**config.mk**
```make
export PLATFORM = sky130hd
export DESIGN_NAME = uart_cmd_parser_flat
export DESIGN_NICKNAME = d
export VERILOG_FILES = /design/src/rtl/uart_cmd_parser_pkg.sv /design/src/rtl/uart_cmd_parser_if.sv /design/src/rtl/uart_cmd_parser_rise_edge_detect.sv /design/src/rtl/uart_cmd_parser.sv /design/src/flat_wrapper.sv
export SDC_FILE = /design/constraint.sdc
export NUM_CORES = 1
export LEC_CHECK = 0
export CORE_AREA = 2 2 84 86
export DETAILED_ROUTE_END_ITERATION = 8
export DIE_AREA = 0 0 86 88
export GPL_ROUTABILITY_DRIVEN = 0
export GPL_TIMING_DRIVEN = 1
export PLACE_DENSITY = 0.69
export SLEW_MARGIN = 20
export SYNTH_ARGS = -nofsm -noshare
export SYNTH_HDL_FRONTEND = slang
export SYNTH_SLANG_ARGS = --single-unit
```
**constraint.sdc**
```tcl
create_clock -name clk -period 4.1 [get_ports clk]
set_input_delay 0.82 -clock clk [delete_from_list [all_inputs] [get_ports clk]]
set_output_delay 0.82 -clock clk [all_outputs]
set_load 0.03 [all_outputs]
```
**src/rtl/uart_cmd_parser_pkg.sv**
```systemverilog
// Shared definitions for the UART command-frame parser.
// Contents:
//   - parse_state_t : frame assembly FSM encoding (3-bit, IDLE = 0)
//   - ERR_*         : error codes reported on err_code
//   - DEFAULT_SYNC_BYTE : default frame start marker
//   - frame_chk()   : 8-bit XOR checksum over CMD, ARG_HI, ARG_LO
package uart_cmd_pkg;

    typedef enum logic [2:0] {
        IDLE    = 3'd0,
        GET_CMD = 3'd1,
        GET_HI  = 3'd2,
        GET_LO  = 3'd3,
        GET_CHK = 3'd4
    } parse_state_t;

    localparam logic [1:0] ERR_CHECKSUM = 2'd1;
    localparam logic [1:0] ERR_TIMEOUT  = 2'd2;
    localparam logic [1:0] ERR_OVERRUN  = 2'd3;

    localparam logic [7:0] DEFAULT_SYNC_BYTE = 8'hA5;

    function automatic logic [7:0] frame_chk(input logic [7:0] cmd,
                                             input logic [7:0] hi,
                                             input logic [7:0] lo);
        return cmd ^ hi ^ lo;
    endfunction

endpackage

```
**src/rtl/uart_cmd_parser_if.sv**
```systemverilog
// Bundle of the parser's data-path signals.
//   rx_ready/rx_data : byte stream from the UART receiver
//   valid/ready      : command handshake toward the playback controller
//   cmd/arg          : decoded opcode and 16-bit argument
//   err/err_code     : one-cycle error pulse and last error code
// The master modport is the parser side; slave is its environment.
interface uart_cmd_parser_if;
    logic        rx_ready;
    logic [7:0]  rx_data;
    logic        valid;
    logic        ready;
    logic [7:0]  cmd;
    logic [15:0] arg;
    logic        err;
    logic [1:0]  err_code;

    modport master (
        input  rx_ready, rx_data, ready,
        output valid, cmd, arg, err, err_code
    );

    modport slave (
        output rx_ready, rx_data, ready,
        input  valid, cmd, arg, err, err_code
    );
endinterface

```
**src/rtl/uart_cmd_parser_rise_edge_detect.sv**
```systemverilog
// Rising-edge detector: pulse is high for the single cycle in which din
// is high while its registered copy is still low.
//   clk, rst_n : clock and asynchronous active-low reset
//   din        : level input
//   pulse      : one-cycle pulse on each 0->1 transition of din
// RESET_VAL sets the remembered level after reset; a value of 1 means an
// input that is already high when reset releases does not produce a pulse.
module rise_edge_detect #(
    parameter logic RESET_VAL = 1'b0
) (
    input  logic clk,
    input  logic rst_n,
    input  logic din,
    output logic pulse
);
    logic din_q;

    always_ff @(posedge clk or negedge rst_n) begin
        if (!rst_n) din_q <= RESET_VAL;
        else        din_q <= din;
    end

    assign pulse = din && !din_q;
endmodule

```
**src/rtl/uart_cmd_parser.sv**
```systemverilog
// UART command-frame parser. Assembles SYNC, CMD, ARG_HI, ARG_LO, CHK
// frames from the receiver byte stream, validates the XOR checksum,
// enforces an inter-byte timeout and offers good commands on valid/ready.
//   clk   : system clock (CLOCK_RATE Hz)
//   rst_n : asynchronous active-low reset
//   bus   : uart_cmd_parser_if.master (receiver in, command/error out)
module uart_cmd_parser
    import uart_cmd_pkg::*;
#(
    parameter int         CLOCK_RATE   = 48000000,
    parameter int         BAUD_RATE    = 9600,
    parameter logic [7:0] SYNC_BYTE    = DEFAULT_SYNC_BYTE,
    parameter int         TIMEOUT_CLKS = (CLOCK_RATE / BAUD_RATE) * 20
) (
    input  logic                clk,
    input  logic                rst_n,
    uart_cmd_parser_if.master   bus
);
    localparam int               CNT_W    = $clog2(TIMEOUT_CLKS) + 1;
    localparam logic [CNT_W-1:0] CNT_LAST = CNT_W'(TIMEOUT_CLKS - 1);

    parse_state_t     state_reg, state_next;
    logic             strobe;
    logic [7:0]       cmd_sh_reg, hi_sh_reg, lo_sh_reg;
    logic [CNT_W-1:0] tmo_cnt_reg;
    logic             valid_reg, err_reg;
    logic [7:0]       cmd_reg;
    logic [15:0]      arg_reg;
    logic [1:0]       err_code_reg;

    logic             timeout_hit, chk_byte, chk_match, out_free;
    logic             load_out, overrun, chk_err;

    // Ready may stay high for many cycles per byte; only its rising edge
    // counts as a byte.
    rise_edge_detect #(.RESET_VAL(1'b1)) u_strobe (
        .clk   (clk),
        .rst_n (rst_n),
        .din   (bus.rx_ready),
        .pulse (strobe)
    );

    // A byte arriving in the expiry cycle wins over the timeout.
    assign timeout_hit = (state_reg != IDLE) && !strobe && (tmo_cnt_reg == CNT_LAST);

    // ---- FSM: state register ----
    always_ff @(posedge clk or negedge rst_n) begin
        if (!rst_n) state_reg <= IDLE;
        else        state_reg <= state_next;
    end

    // ---- FSM: next state ----
    always_comb begin
        state_next = state_reg;
        if (timeout_hit) begin
            state_next = IDLE;
        end else if (strobe) begin
            unique case (state_reg)
                IDLE:    if (bus.rx_data == SYNC_BYTE) state_next = GET_CMD;
                GET_CMD: state_next = GET_HI;
                GET_HI:  state_next = GET_LO;
                GET_LO:  state_next = GET_CHK;
                GET_CHK: state_next = IDLE;
                default: state_next = IDLE;
            endcase
        end
    end

    // ---- FSM: outputs / events ----
    always_comb begin
        chk_byte  = strobe && (state_reg == GET_CHK);
        chk_match = bus.rx_data == frame_chk(cmd_sh_reg, hi_sh_reg, lo_sh_reg);
        // The output slot is free if empty or being drained this cycle.
        out_free  = !valid_reg || bus.ready;
        load_out  = chk_byte && chk_match && out_free;
        overrun   = chk_byte && chk_match && !out_free;
        chk_err   = chk_byte && !chk_match;
    end

    // Shadow capture of frame body bytes and the inter-byte timer.
    always_ff @(posedge clk or negedge rst_n) begin
        if (!rst_n) begin
            cmd_sh_reg  <= '0;
            hi_sh_reg   <= '0;
            lo_sh_reg   <= '0;
            tmo_cnt_reg <= '0;
        end else begin
            if (strobe && state_reg == GET_CMD) cmd_sh_reg <= bus.rx_data;
            if (strobe && state_reg == GET_HI)  hi_sh_reg  <= bus.rx_data;
            if (strobe && state_reg == GET_LO)  lo_sh_reg  <= bus.rx_data;

            if (state_reg == IDLE || strobe || timeout_hit) tmo_cnt_reg <= '0;
            else                                            tmo_cnt_reg <= tmo_cnt_reg + 1'b1;
        end
    end

    // Registered command output and error reporting.
    always_ff @(posedge clk or negedge rst_n) begin
        if (!rst_n) begin
            valid_reg    <= 1'b0;
            cmd_reg      <= '0;
            arg_reg      <= '0;
            err_reg      <= 1'b0;
            err_code_reg <= '0;
        end else begin
            if (load_out) begin
                valid_reg <= 1'b1;
                cmd_reg   <= cmd_sh_reg;
                arg_reg   <= {hi_sh_reg, lo_sh_reg};
            end else if (valid_reg && bus.ready) begin
                valid_reg <= 1'b0;
            end

            // chk_err/overrun need a strobe and timeout_hit needs none, so
            // at most one of them is set in any cycle.
            err_reg <= chk_err || overrun || timeout_hit;
            if (chk_err)          err_code_reg <= ERR_CHECKSUM;
            else if (overrun)     err_code_reg <= ERR_OVERRUN;
            else if (timeout_hit) err_code_reg <= ERR_TIMEOUT;
        end
    end

    assign bus.valid    = valid_reg;
    assign bus.cmd      = cmd_reg;
    assign bus.arg      = arg_reg;
    assign bus.err      = err_reg;
    assign bus.err_code = err_code_reg;
endmodule
```
**src/flat_wrapper.sv**
```systemverilog
// flat-port wrapper written by rule: the top's interface ports become plain ports
module uart_cmd_parser_flat import uart_cmd_pkg::*;
#(
    parameter int         CLOCK_RATE   = 48000000,
    parameter int         BAUD_RATE    = 9600,
    parameter logic [7:0] SYNC_BYTE    = DEFAULT_SYNC_BYTE,
    parameter int         TIMEOUT_CLKS = (CLOCK_RATE / BAUD_RATE) * 20
)
  (clk, rst_n, bus_rx_ready, bus_rx_data, bus_ready, bus_valid, bus_cmd, bus_arg, bus_err, bus_err_code);
  uart_cmd_parser_if bus_i ();
  input  logic clk;
  input  logic rst_n;
  input wire logic [$bits(bus_i.rx_ready)-1:0] bus_rx_ready;
  input wire logic [$bits(bus_i.rx_data)-1:0] bus_rx_data;
  input wire logic [$bits(bus_i.ready)-1:0] bus_ready;
  output wire logic [$bits(bus_i.valid)-1:0] bus_valid;
  output wire logic [$bits(bus_i.cmd)-1:0] bus_cmd;
  output wire logic [$bits(bus_i.arg)-1:0] bus_arg;
  output wire logic [$bits(bus_i.err)-1:0] bus_err;
  output wire logic [$bits(bus_i.err_code)-1:0] bus_err_code;
  assign bus_i.rx_ready = bus_rx_ready;
  assign bus_i.rx_data = bus_rx_data;
  assign bus_i.ready = bus_ready;
  assign bus_valid = bus_i.valid;
  assign bus_cmd = bus_i.cmd;
  assign bus_arg = bus_i.arg;
  assign bus_err = bus_i.err;
  assign bus_err_code = bus_i.err_code;
  uart_cmd_parser #(.CLOCK_RATE(CLOCK_RATE), .BAUD_RATE(BAUD_RATE), .SYNC_BYTE(SYNC_BYTE), .TIMEOUT_CLKS(TIMEOUT_CLKS)) u_core (.clk(clk), .rst_n(rst_n), .bus(bus_i));
endmodule
```
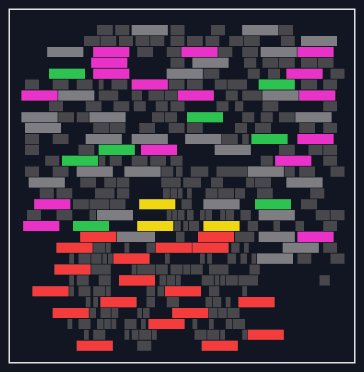
Fig. 1. Sequential cells colored by netlist name.
Drawn at 4 px/µm.
signal	color	sequential cells
u_core.state_reg	yellow	3
u_core.bus.arg	magenta	16
u_core.cmd_sh_reg	green	8
u_core.tmo_cnt_reg	red	18
not colored	29
Seq power: 990 µW
fin util: 0.588
register area: 1850 µm²
Seq area share: 0.474

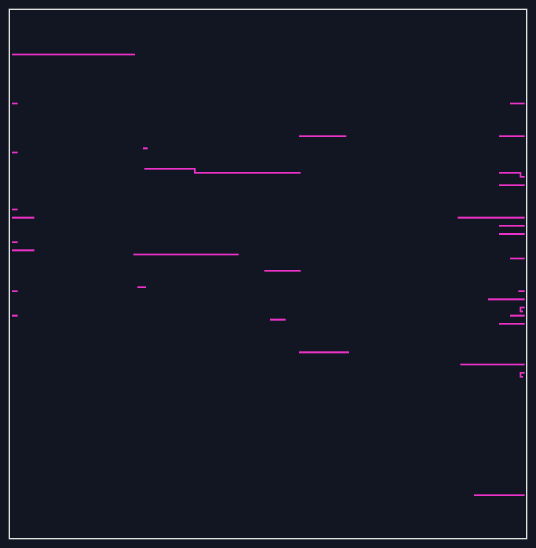
Fig. 2. M3 wires.
Drawn at 6 px/µm.
nets with wire on the layer	27
main direction	horizontal
final wirelength: 5760 µm
vias: 2,008

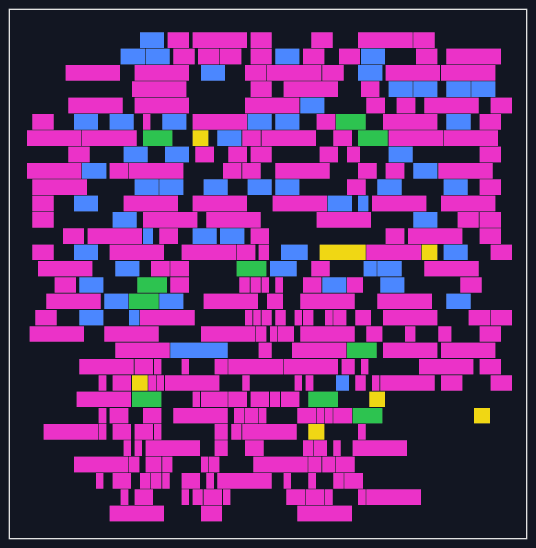
Fig. 3. Cells by drive strength.
Drawn at 6 px/µm.
size	color	cells	share
x2	blue	56	18%
x1 and smaller	magenta	235	76%
x3 and x4	yellow	7	2.3%
x6 and larger	green	10	3.2%
Synth-to-Final Area Change: 19.7%
worst setup margin: 1160 ps

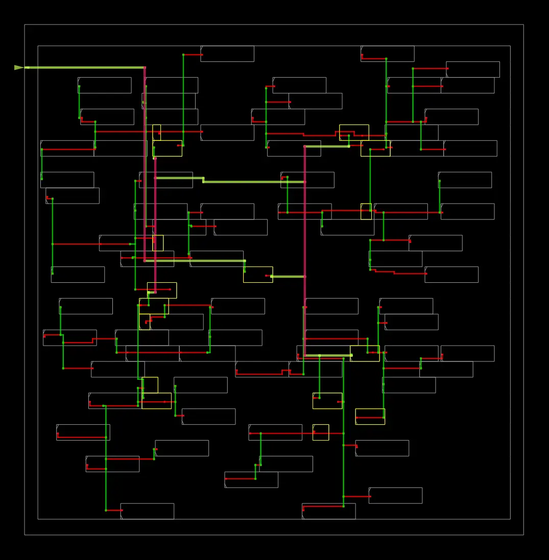
Fig. 4. Clock wiring as the flow saved it.
clk sink count: 74
Clock group: 491 µW
cts bufs inserted: 9

==> results.json <==
{
  "stdcell_area_um2": 3910,
  "crit_type": "in -> reg",
  "synth_area_per_cell_um2": 12.8,
  "post_cts_buffers": 0,
  "yosysSeqAreaShare": 0.567,
  "drt_iter0_drc": 69,
  "io_buffer_count": 39,
  "core_util_floorplan": 0.492,
  "ctsResizeCount": 0,
  "worstPathArrival_ps": 3160,
  "clk_pin_slew_ps": 70,
  "tns_ps": 0,
  "yosysCellCount": 255,
  "final-setup-viol-count": 0,
  "cap_violations": 0,
  "status": "completed",
  "pre_cts_ws_ps": 741,
  "grt_usage": 0.168,
  "largest_reg_flops": 18,
  "hold_ws_ps": 458,
  "grt_max_degree": 45,
  "cp-end-kind": "flop",
  "total_power_uw": 1980,
  "die_x_um": 86,
  "period_needed_ps": 2940,
  "slew_violations": 0,
  "drc": 0,
  "rsz0062_at_grt": "false",
  "yosys_warnings": 0,
  "hold_buffers": 0,
  "cp-start-kind": "input port",
  "via_per_inst": 5.18,
  "finalHoldViolCount": 0,
  "clock-root-buffer": "clkbuf_8",
  "die_area_um2": 7570,
  "tightest_slew_ps": 797,
  "die_h_um": 88,
  "overflow": 0,
  "required_ps": 4320,
  "layout-drive-gt1-share": 0.237,
  "synth_cell_type_count": 34,
  "synthesis.area_um2": 3270,
  "ys_ff": 74,
  "warnings": 26,
  "vdd_drop_max_v": 0.000237,
  "min_period_over_period": 0.717,
  "drtAntennaViolNets": 0,
  "power_leakage_uw": 0.00174,
  "fin_worst_skew_ps": 7.04,
  "grt_pass1_wl_um": 9700,
  "antenna_cells": 0,
  "clk_path_buf_depth": 2,
  "cts_tree": "yes",
  "powerDensity_nw_per_um2": 507,
  "place_area_um2": 3730,
  "netlist_instances": 255,
  "dr.pass1.iters": 4,
  "clock_latency_ps": 340,
  "rows": 30,
  "syn_nets": 268,
  "fmax_mhz": 340,
  "ys_area_um2": 3270,
  "cts_max_level": 3
}
Yosys cell counts:
library cell	n	area [µm²]
dfrtp_1	73	1830
mux2_2	48	541
xnor2_1	28	245
nor2_1	27	101
xor2_1	12	105
nand2_1	10	37.5
nand3_1	9	45.0
a21oi_1	5	25.0
and4_1	4	35.0
nor3_1	4	20.0
and2_1	3	18.8
and3_1	2	12.5
buf_6	2	22.5
inv_1	2	7.51
nand2b_1	2	12.5
nand4_1	2	12.5
nor4_1	2	12.5
o21ai_0	2	10.0
o31ai_1	2	15.0
or2_2	2	12.5
a22oi_1	1	7.51
and4bb_2	1	12.5
buf_2	1	5.00
buf_4	1	7.51
clkbuf_1	1	3.75
dfstp_2	1	26.3
ha_1	1	12.5
nand3b_1	1	7.51
nand4_2	1	12.5
nor2b_1	1	6.26
nor4_4	1	21.3
nor4bb_1	1	10.0
o21bai_1	1	7.51
or4_1	1	7.51
cell usage in the layout, fill, tap and decap left out, types with 2 or more instances in the layout:
master / n
a21oi_1: 5
and2_1: 3
and3_1: 2
and4_1: 4
buf_4: 4
clkbuf_8: 10
clkdlybuf4s50_1: 38
clkinv_2: 3
clkinvlp_4: 2
dfrtp_1: 73
inv_1: 2
mux2_2: 48
nand2_1: 10
nand2b_1: 2
nand3_1: 9
nand4_1: 2
nor2_1: 27
nor3_1: 4
nor4_1: 2
o21ai_0: 2
o31ai_1: 2
or2_2: 2
xnor2_1: 28
xor2_1: 12
final timing paths:
check / from / to / slack [ps] / depth (start not counted)
setup / recovery: bus_rx_data[1] / u_core.bus.cmd[3] / 1160 / 7
hold / removal: rst_n / u_core.bus.arg[2] / 460 / 1
setup reg to reg: u_core.u_strobe.din_q / u_core.bus.cmd[3] / 1750 / 6
hold reg to reg: u_core.bus.cmd[2] / u_core.bus.cmd[2] / 510 / 1
max in group asynchronous: rst_n / u_core.u_strobe.din_q / 2800 / 2
min in group clk: u_core.bus.cmd[2] / u_core.bus.cmd[2] / 510 / 1
report_power, final:
group	total [µW]	internal [µW]	switching, µW
logic	501	269	233
clock network	491	233	258
registers	990	860	130
total	1980	1360	621
routing by layer:
layer / share of wire / vias to the layer above / track usage
li1: - / 974 / -
met1: 0.51 / 991 / 0.246
met2: 0.44 / 34 / 0.238
met3: 0.029 / 9 / 0.0358
met4: 0.016 / 0 / 0.0779
met5: 0 / - / 0
kinds of logic (layout without fill, tap and decap cells):
logic type	count (synthesis)	in the layout	share of synthesized area
AOI/OAI and AO/OA	11	11	0.0199
buffers and inverters	7	60	0.0142
DFF	74	74	0.567
and+or+nand+nor	74	74	0.122
adders and majority gates	1	1	0.00383
muxes	48	48	0.166
xor gates and xnor gates	40	40	0.107
area by class of cell:
class | instances | area [µm²] | area share
flip-flops and latches | 74 | 1850 | 0.474
inverters | 2 | 7.51 | 0.00192
multi-input cells | 174 | 1370 | 0.350
well taps | 80 | 100 | 0.0256
clock inverters | 5 | 30.0 | 0.00768
repair buffers | 42 | 410 | 0.105
clock buffers | 11 | 141 | 0.0362
worst max-delay path: stages:
cell	delay, ps
clkdlybuf4s50_1	580
xor2_1	200
xnor2_1	170
nand4_2	180
nor4_4	580
buf_4	290
mux2_2	340
Power figures rest on the tool's default switching activity, not on a simulated workload.
